$ cat src/rtl/branch_predictor.sv
// Direct-mapped branch target buffer with 2-bit saturating direction counters.
// Lookup is combinational; updates, invalidation and performance counters are registered.
module branch_predictor #(
  parameter int XLEN    = 32,
  parameter int ENTRIES = 16,
  parameter int CNT_W   = 16
) (
  input  logic             clk,
  input  logic             rst_n,
  input  logic [XLEN-1:0]  lookup_pc,
  output logic             pred_hit,
  output logic             pred_taken,
  output logic [XLEN-1:0]  pred_target,
  input  logic             update_valid,
  input  logic [XLEN-1:0]  update_pc,
  input  logic             update_taken,
  input  logic [XLEN-1:0]  update_target,
  input  logic             update_is_jump,
  input  logic             update_mispredict,
  input  logic             invalidate,
  output logic [CNT_W-1:0] perf_updates,
  output logic [CNT_W-1:0] perf_mispredicts
);

  localparam int IDX   = $clog2(ENTRIES);
  localparam int TAG_W = XLEN - IDX - 2;

  logic [ENTRIES-1:0] valid_q;
  logic [TAG_W-1:0]   tag_q    [ENTRIES];
  logic [XLEN-1:0]    target_q [ENTRIES];
  logic [1:0]         ctr_q    [ENTRIES];
  logic [CNT_W-1:0]   perf_upd_q, perf_upd_d;
  logic [CNT_W-1:0]   perf_mis_q, perf_mis_d;

  logic [IDX-1:0]   lk_idx_s;
  logic [TAG_W-1:0] lk_tag_s;
  logic [IDX-1:0]   upd_idx_s;
  logic [TAG_W-1:0] upd_tag_s;
  logic             upd_hit_s;
  logic             wr_en_s;
  logic [XLEN-1:0]  wr_target_s;
  logic [1:0]       wr_ctr_s;
  logic             unused_pc_bits_s;

  assign lk_idx_s  = lookup_pc[IDX+1:2];
  assign lk_tag_s  = lookup_pc[XLEN-1:IDX+2];
  assign upd_idx_s = update_pc[IDX+1:2];
  assign upd_tag_s = update_pc[XLEN-1:IDX+2];
  assign upd_hit_s = valid_q[upd_idx_s] && (tag_q[upd_idx_s] == upd_tag_s);
  assign unused_pc_bits_s = ^update_pc[1:0];

  // Combinational lookup against the pre-update table state.
  always_comb begin
    pred_hit    = valid_q[lk_idx_s] && (tag_q[lk_idx_s] == lk_tag_s);
    pred_taken  = pred_hit && ctr_q[lk_idx_s][1];
    if (pred_taken) begin
      pred_target = target_q[lk_idx_s];
    end else begin
      pred_target = lookup_pc + XLEN'(4);
    end
  end

  // Entry write decision: jumps force allocation, hits train, taken misses allocate.
  always_comb begin
    wr_en_s     = 1'b0;
    wr_target_s = target_q[upd_idx_s];
    wr_ctr_s    = ctr_q[upd_idx_s];
    if (!update_valid) begin
      wr_en_s = 1'b0;
    end else if (update_is_jump) begin
      wr_en_s     = 1'b1;
      wr_target_s = update_target;
      wr_ctr_s    = 2'b11;
    end else if (upd_hit_s) begin
      wr_en_s = 1'b1;
      if (update_taken) begin
        wr_target_s = update_target;
        wr_ctr_s    = (ctr_q[upd_idx_s] == 2'b11) ? 2'b11 : ctr_q[upd_idx_s] + 2'b01;
      end else begin
        wr_ctr_s    = (ctr_q[upd_idx_s] == 2'b00) ? 2'b00 : ctr_q[upd_idx_s] - 2'b01;
      end
    end else if (update_taken) begin
      wr_en_s     = 1'b1;
      wr_target_s = update_target;
      wr_ctr_s    = 2'b10;
    end else begin
      wr_en_s = 1'b0;
    end
  end

  // Saturating performance counters; counted even when invalidate drops the write.
  always_comb begin
    perf_upd_d = perf_upd_q;
    perf_mis_d = perf_mis_q;
    if (update_valid) begin
      if (perf_upd_q != {CNT_W{1'b1}}) begin
        perf_upd_d = perf_upd_q + CNT_W'(1);
      end else begin
        perf_upd_d = perf_upd_q;
      end
      if (update_mispredict && (perf_mis_q != {CNT_W{1'b1}})) begin
        perf_mis_d = perf_mis_q + CNT_W'(1);
      end else begin
        perf_mis_d = perf_mis_q;
      end
    end else begin
      perf_upd_d = perf_upd_q;
      perf_mis_d = perf_mis_q;
    end
  end

  // Table and counter state registers.
  always_ff @(posedge clk or negedge rst_n) begin
    if (!rst_n) begin
      valid_q    <= '0;
      perf_upd_q <= '0;
      perf_mis_q <= '0;
      for (int i = 0; i < ENTRIES; i++) begin
        tag_q[i]    <= '0;
        target_q[i] <= '0;
        ctr_q[i]    <= 2'b01;
      end
    end else begin
      perf_upd_q <= perf_upd_d;
      perf_mis_q <= perf_mis_d;
      if (invalidate) begin
        valid_q <= '0;
      end else if (wr_en_s) begin
        valid_q[upd_idx_s]  <= 1'b1;
        tag_q[upd_idx_s]    <= upd_tag_s;
        target_q[upd_idx_s] <= wr_target_s;
        ctr_q[upd_idx_s]    <= wr_ctr_s;
      end
    end
  end

  assign perf_updates     = perf_upd_q;
  assign perf_mispredicts = perf_mis_q;

endmodule

$ cat config.mk
export PLATFORM = sky130hd
export DESIGN_NAME = branch_predictor
export DESIGN_NICKNAME = d
export VERILOG_FILES = /design/src/rtl/branch_predictor.sv
export SDC_FILE = /design/constraint.sdc
export NUM_CORES = 2
export LEC_CHECK = 0
export CAP_MARGIN = 10
export CORE_AREA = 5 5 323 325
export CTS_BUF_LIST = sky130_fd_sc_hd__clkbuf_4 sky130_fd_sc_hd__clkbuf_8
export CTS_CLUSTER_SIZE = 14
export DETAILED_ROUTE_END_ITERATION = 10
export DIE_AREA = 0 0 328 330
export HOLD_SLACK_MARGIN = 0.03
export PLACE_DENSITY = 0.8
export SLEW_MARGIN = 0
export SYNTH_ARGS = -nofsm -noshare
export SYNTH_HDL_FRONTEND = slang
export SYNTH_SLANG_ARGS = --single-unit
$ cat constraint.sdc
create_clock -name clk -period 20.9 [get_ports clk]
set_input_delay 5.225 -clock clk [delete_from_list [all_inputs] [get_ports clk]]
set_output_delay 5.225 -clock clk [all_outputs]
set_load 0.01 [all_outputs]
power_grid.png
Scale bar: 100 um. Pins as bars on the die edge.
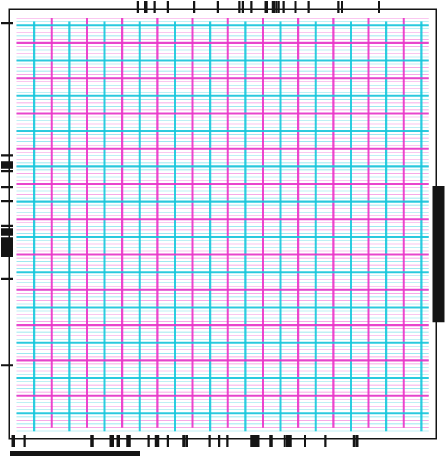
[VSS] cyan
[VDD] magenta
met4 straps: 23
rows: 117
signal pins: 169

placement_by_type.png
Scale bar: 100 um.
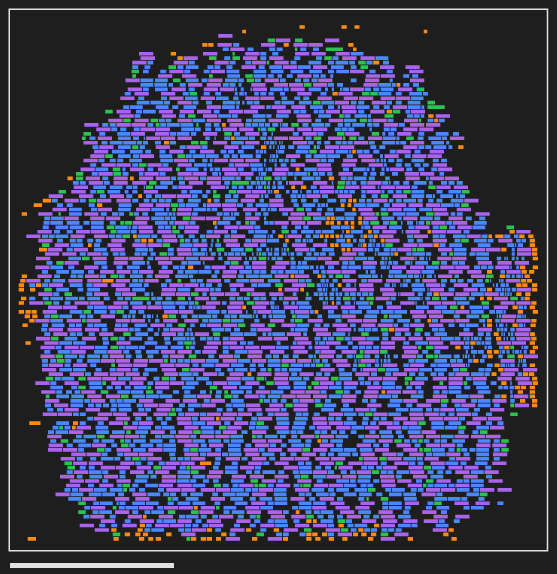
[combinational and other logic] blue | cells: 2,181
[other buffers and delay cells] orange | cells: 236
[flops] purple | cells: 1,008
[clock drivers and dummy loads] green | cells: 295

==> reports/qor.json <==
{
  "nonClockInverterCount": 37,
  "final.clkbuf_count": 258,
  "cts_tree": "built",
  "global_route_wire_length_before_repair_um": 230000,
  "timing.final.setup_violations": 0,
  "run_status": "finished clean",
  "ys_types": 67,
  "grtUsageMet3_pct": 6.04,
  "syn2layout_area_growth_pct": 10.5,
  "setup_total_negative_slack_ps": 0,
  "reg2reg_from": "tag_q[106]",
  "layout_top_cells_excl_fill_tap": "992 x dfrtp_1, 951 x mux2_2, 536 x mux4_2",
  "hold_path.class": "reg2reg",
  "antenna_cells": 7,
  "synth-seq-cells": 1008,
  "report.final.slew_viol_count": 0,
  "critical_path_arrival_ps": 10260,
  "crit_path_start": "lookup_pc[2]",
  "yosys.area_share.aoi_pct": 1.64,
  "route.layer.met1.wl_um": 59500,
  "power.leakage_uw": 0.0267,
  "synth-area-yosys_sq_um": 55200,
  "cts.sinks": 1008,
  "timing.critical_path.slowest_cell_delay_ps": 810,
  "report.final.hold_viol_count": 0,
  "r2r_slack_ps": 14970,
  "die_h_um": 330,
  "clk_path_buf_depth": 3,
  "layout_top_cell_excl_fill_tap": "dfrtp_1",
  "synthArstFlopShare_pct": 100,
  "cellPowerDensity_nw_per_um2": 87.2,
  "crit_path_max_fanout": 62,
  "fmax_ghz": 0.0646,
  "min_from": "perf_mispredicts[9]",
  "ir_drop_mv": 0.0519,
  "total_power_uw": 5320,
  "netlist_area_sq_um": 55200,
  "dieArea_sq_um": 108000,
  "buffer_area_share_pct": 3.67,
  "clk_pin_slew_ps": 60,
  "worst_pin_slew_ps": 1320,
  "placedInstanceArea_sq_um": 57400,
  "final_net_count": 3699,
  "largest_register_ffs": 512,
  "worstPathRequired_ps": 15670,
  "edff_count_synth": 0,
  "worst-r2r-cell-count": 12,
  "seq_cell_power_uw": 2450,
  "post_synth_most_frequent_cells": "992 x dfrtp_1, 951 x mux2_2, 536 x mux4_2",
  "post-route-drc-count": 0,
  "synth_seq_share_pct": 45.7,
  "regToRegEndpoint": "tag_q[208]",
  "hold-worst-slack_ps": 491,
  "synthSimpleGateAreaFrac_pct": 2.50,
  "combPwrFrac_pct": 19.1,
  "post_cts_resize_count": 0,
  "layout.area.seq_sq_um": 25200,
  "period_used_pct": 74.1,
  "ys_sh_xor_pct": 1.79,
  "cp.buffers_inverters": 4,
  "initial_utilization_pct": 54.6,
  "detail_route.wl_per_cell_um": 29.4,
  "finalCoreUtilization_pct": 60.3,
  "std_cell_rows": 117,
  "clock_buffers_created_by_tritoncts": 166,
  "postRouteWirelength_um": 150000,
  "synthFlopType": "dfrtp_1",
  "grtUsageMet2_pct": 44.5,
  "post_layout_nonfiller_instances": 5095,
  "largest_registers": "target_q (512), tag_q (416), ctr_q (32)",
  "area.combinational_sq_um": 28100,
  "dr.max_layer_used": "met5",
  "postCtsSetupBuffers": 0,
  "synthesis.nets": 3629,
  "critical_path.endpoint_type": "output pin",
  "yosysWarnings": 0,
  "gr-usage-met1_pct": 38.3,
  "sh_comb_area_pct": 46.0,
  "met2WireLength_um": 71000
}
clk_routes.png
Scale bar: 100 um.
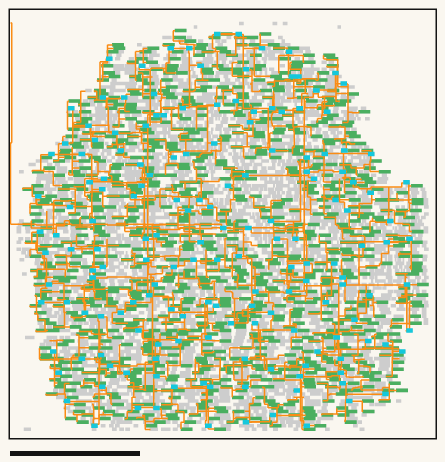
[flip-flops] green | count: 1,008
[clock drivers] cyan | count: 166
[clock wires] orange | length: 13,400 um
routed clock nets: 167
worst clock skew on the final layout: 48.5 ps
clock network fraction of design power: 34.9%

Power is estimated from default activity; no workload was simulated.
